zoom.png
Region (35, 15) to (65, 45) µm. Cells in gray, sequential cells in the stronger gray; small squares are vias.
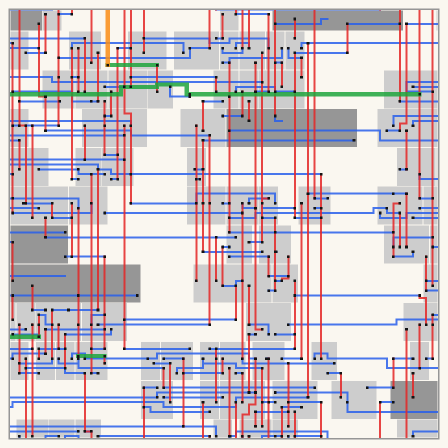
clock_map.png
(4 px per µm)
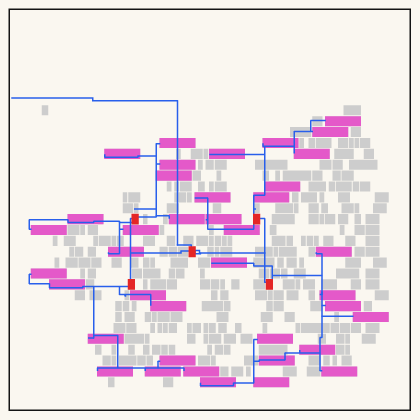
wire_density.png
(4 px per µm) The die is cut into 20 by 20 equal tiles; white is low, dark blue is high, scaled to the fullest tile. Values are wire area over tile area, all layers added.
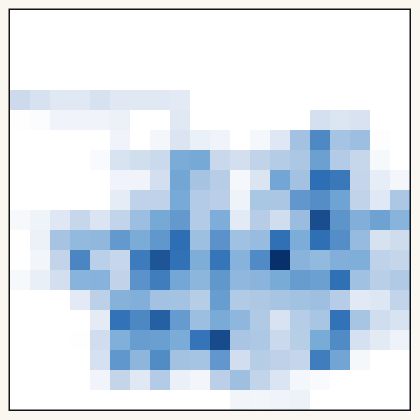
gate_families.png
(6 px per µm)
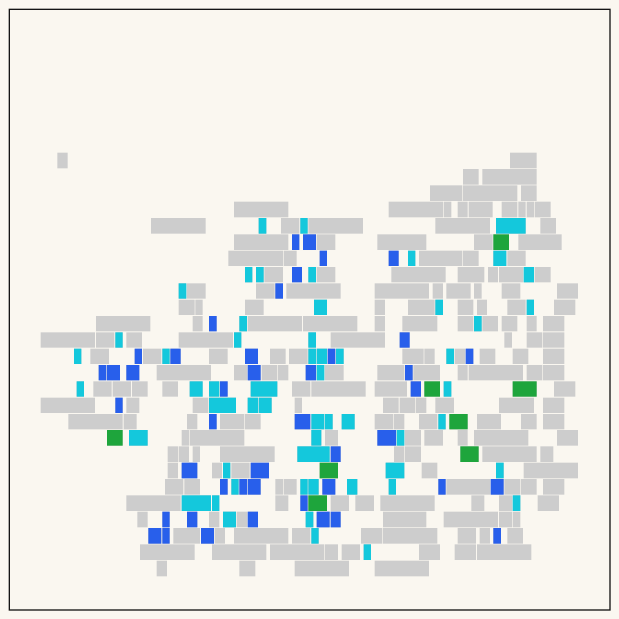
`config.mk`:
```
export PLATFORM = sky130hd
export DESIGN_NAME = round_timer
export DESIGN_NICKNAME = d
export VERILOG_FILES = /design/src/rtl/round_timer.sv
export SDC_FILE = /design/constraint.sdc
export NUM_CORES = 1
export LEC_CHECK = 0
export ABC_CLOCK_PERIOD_IN_PS = 2600
export CORE_MARGIN = 5
export CORE_UTILIZATION = 30
export CTS_BUF_LIST = sky130_fd_sc_hd__clkbuf_2
export DETAILED_ROUTE_END_ITERATION = 6
export SLEW_MARGIN = 20
export SYNTH_ARGS = -nofsm -noshare
export SYNTH_HDL_FRONTEND = slang
export SYNTH_SLANG_ARGS = --single-unit
```
`constraint.sdc`:
```
create_clock -name clk -period 2.6 [get_ports clk]
set_input_delay 0.39 -clock clk [delete_from_list [all_inputs] [get_ports clk]]
set_output_delay 0.39 -clock clk [all_outputs]
set_load 0.02 [all_outputs]
```
`src/rtl/round_timer.sv`:
```
// Round timer: prescaled game ticks, up/down count, pause on gameState low, one-cycle expiry pulse.
// Optional TIMER_AUTORELOAD_EN: expiry reloads the start value and keeps running instead of stopping.
//
// state   | meaning
// S_IDLE  | no round loaded, sum cleared
// S_RUN   | counting, prescaler advancing
// S_PAUSE | round active but frozen (gameState low)
// S_DONE  | round expired, sum holds final value
module round_timer #(
    parameter int CNT_W      = 4,
    parameter int TICK_DIV   = 50_000_000,
    parameter int WARN_LEVEL = 2
) (
    input  logic             clk,
    input  logic             reset,
    input  logic             gameState,
    input  logic             start,
    input  logic             abort,
    input  logic             countDown,
    input  logic [CNT_W-1:0] roundTime,
    output logic [CNT_W-1:0] sum,
    output logic             cout,
    output logic             busy,
    output logic             warn
);

    localparam int               PRE_W   = (TICK_DIV > 1) ? $clog2(TICK_DIV) : 1;
    localparam logic [PRE_W-1:0] PRE_MAX = PRE_W'(TICK_DIV - 1);

    typedef enum logic [1:0] {
        S_IDLE,
        S_RUN,
        S_PAUSE,
        S_DONE
    } state_t;

    state_t           state_q, state_d;
    logic [CNT_W-1:0] sum_q, sum_d;
    logic [CNT_W-1:0] limit_q, limit_d;
    logic [PRE_W-1:0] pre_q, pre_d;
    logic             mode_q, mode_d;
    logic             cout_q, cout_d;
    logic             busy_q, busy_d;

    logic [CNT_W-1:0] sum_tick;
    logic [CNT_W-1:0] sum_start;
    logic             expire;
    logic [CNT_W-1:0] remaining;

    always_comb begin
        sum_tick  = mode_q ? (sum_q - 1'b1) : (sum_q + 1'b1);
        sum_start = mode_q ? limit_q : '0;
        expire    = mode_q ? (sum_tick == '0) : (sum_tick == limit_q);
    end

    always_comb begin
        state_d = state_q;
        sum_d   = sum_q;
        limit_d = limit_q;
        pre_d   = pre_q;
        mode_d  = mode_q;
        cout_d  = 1'b0;

        if (abort) begin
            state_d = S_IDLE;
            sum_d   = '0;
            pre_d   = '0;
        end else if (start && (roundTime != '0)) begin
            // A restart discards any tick that would have landed on this edge.
            state_d = S_RUN;
            limit_d = roundTime;
            mode_d  = countDown;
            sum_d   = countDown ? roundTime : '0;
            pre_d   = '0;
        end else begin
            unique case (state_q)
                S_RUN, S_PAUSE: begin
                    if (!gameState) begin
                        state_d = S_PAUSE;
                    end else begin
                        // Resuming from PAUSE counts on the same edge, so only gameState-low cycles are lost.
                        state_d = S_RUN;
                        if (pre_q == PRE_MAX) begin
                            pre_d = '0;
                            if (expire) begin
                                cout_d = 1'b1;
`ifdef TIMER_AUTORELOAD_EN
                                sum_d  = sum_start;
`else
                                sum_d   = sum_tick;
                                state_d = S_DONE;
`endif
                            end else begin
                                sum_d = sum_tick;
                            end
                        end else begin
                            pre_d = pre_q + 1'b1;
                        end
                    end
                end
                S_IDLE, S_DONE: begin
                    state_d = state_q;
                end
                default: begin
                    state_d = S_IDLE;
                end
            endcase
        end

        busy_d = (state_d == S_RUN) || (state_d == S_PAUSE);
    end

    always_ff @(posedge clk or negedge reset) begin
        if (!reset) begin
            state_q <= S_IDLE;
            sum_q   <= '0;
            limit_q <= '0;
            pre_q   <= '0;
            mode_q  <= 1'b0;
            cout_q  <= 1'b0;
            busy_q  <= 1'b0;
        end else begin
            state_q <= state_d;
            sum_q   <= sum_d;
            limit_q <= limit_d;
            pre_q   <= pre_d;
            mode_q  <= mode_d;
            cout_q  <= cout_d;
            busy_q  <= busy_d;
        end
    end

    // sum never passes limit, so limit - sum cannot wrap.
    always_comb begin
        remaining = mode_q ? sum_q : (limit_q - sum_q);
        warn      = busy_q && (32'(remaining) <= 32'(WARN_LEVEL));
    end

    assign sum  = sum_q;
    assign cout = cout_q;
    assign busy = busy_q;

endmodule
```
==> results.ini <==
[pwr]
power_density_nw_per_um2=490
switching_share_pct=33.6
power_w=0.00144
pg_comb_w=0.000502
ir_drop_mv=0.210

[floorplanning]
fp_util_pct=31.0

[worst_setup_path]
r2r_end=busy$_DFF_PN0_
path_depth=9
crit_path_end_kind=output pin
max_stage_delay_ns=0.41
crit_fanout=2
cp_data_arrival_time_ns=2.22
crit_chain=inv_1, ha_1, nor2b_4, o21a_1, or3_4, a21oi_2, xor2_1, nor2_1, buf_4

[clock_network]
cts_tree=yes
ctsHoldBuffers=0

[sta]
min_period_ns=2.61
max_freq_mhz=382
fin_skew_ns=0.0221
final-setup-viol-count=1
drv_slew=0
setup_ws_ns=-0.0147
rsz0062_at_grt=true

[finish]
synthToLayoutAreaGrowth_pct=20.9
finalNetCount=317

[global_routing]
grt_max_degree=40

[synth]
syn_area_um2=2420
synth-xor-area-share_pct=10.3
yosysWarnings=0
yosys.area_share.adder_pct=5.68
ff_type=dfrtp_1
yosys-stat-cells=255
ys_top_cells_by_area=dfrtp_1, nor2_1, xor2_1, xnor2_1, ha_1

[routing]
first_iter_violations=70
ant_nets=0
drt_pass1_iterations=4
routed_wl_um=5440

[run_status]
violations=setup timing
outcome=complete, but fails checks

-- zoom.png (at the start) --
- red: met2
- orange: met4
- blue: met1
- green: met3
- cells with their middle in the window: 64
- most frequent: nor2_1 (10), nand2_1 (5), nor3_1 (5)
- sequential cells in the window: 3
- netlist names of flops here include: pre_q (3)

-- clock_map.png (at the start) --
- blue: clock wires (length 552 µm)
- red: cells driving clock nets (count 5)
- magenta: flip-flops (count 39)
- routed clock nets: 6

-- wire_density.png (at the start) --
- nearly empty tiles: 43%
- mean over tiles: 0.083
- fullest tile: 0.42

-- gate_families.png (at the start) --
- blue: NAND gates (cells 44; most used nand2_1)
- green: AND-OR and OR-AND gates (cells 8)
- cyan: NOR gates (cells 56; most used nor2_1)

[area by class of cell]
| cell class | instances | area (µm²) |
|---|---|---|
| fillers | 806 | 4880 |
| repair buffers | 42 | 360 |
| clock inverters | 2 | 7.51 |
| well taps | 102 | 128 |
| multi-input cells | 201 | 1400 |
| inverters | 9 | 33.8 |
| clock buffers | 6 | 30.0 |
| flip-flops and latches | 39 | 976 |
[registers in the layout, indices dropped and copies added, names as in the netlist]
name	flops
mode_q	1
busy	1
sum	4
cout	1
state_q	2
limit_q	4
pre_q	26
[per-layer routing]
layer | track usage, % | vias up | wire (µm)
li1 | - | 1001 | -
met1 | 15.8 | 958 | 2650
met3 | 2.50 | 2 | 168
met5 | 0 | - | 0
met4 | 3.15 | 0 | 36
met2 | 19.3 | 24 | 2590
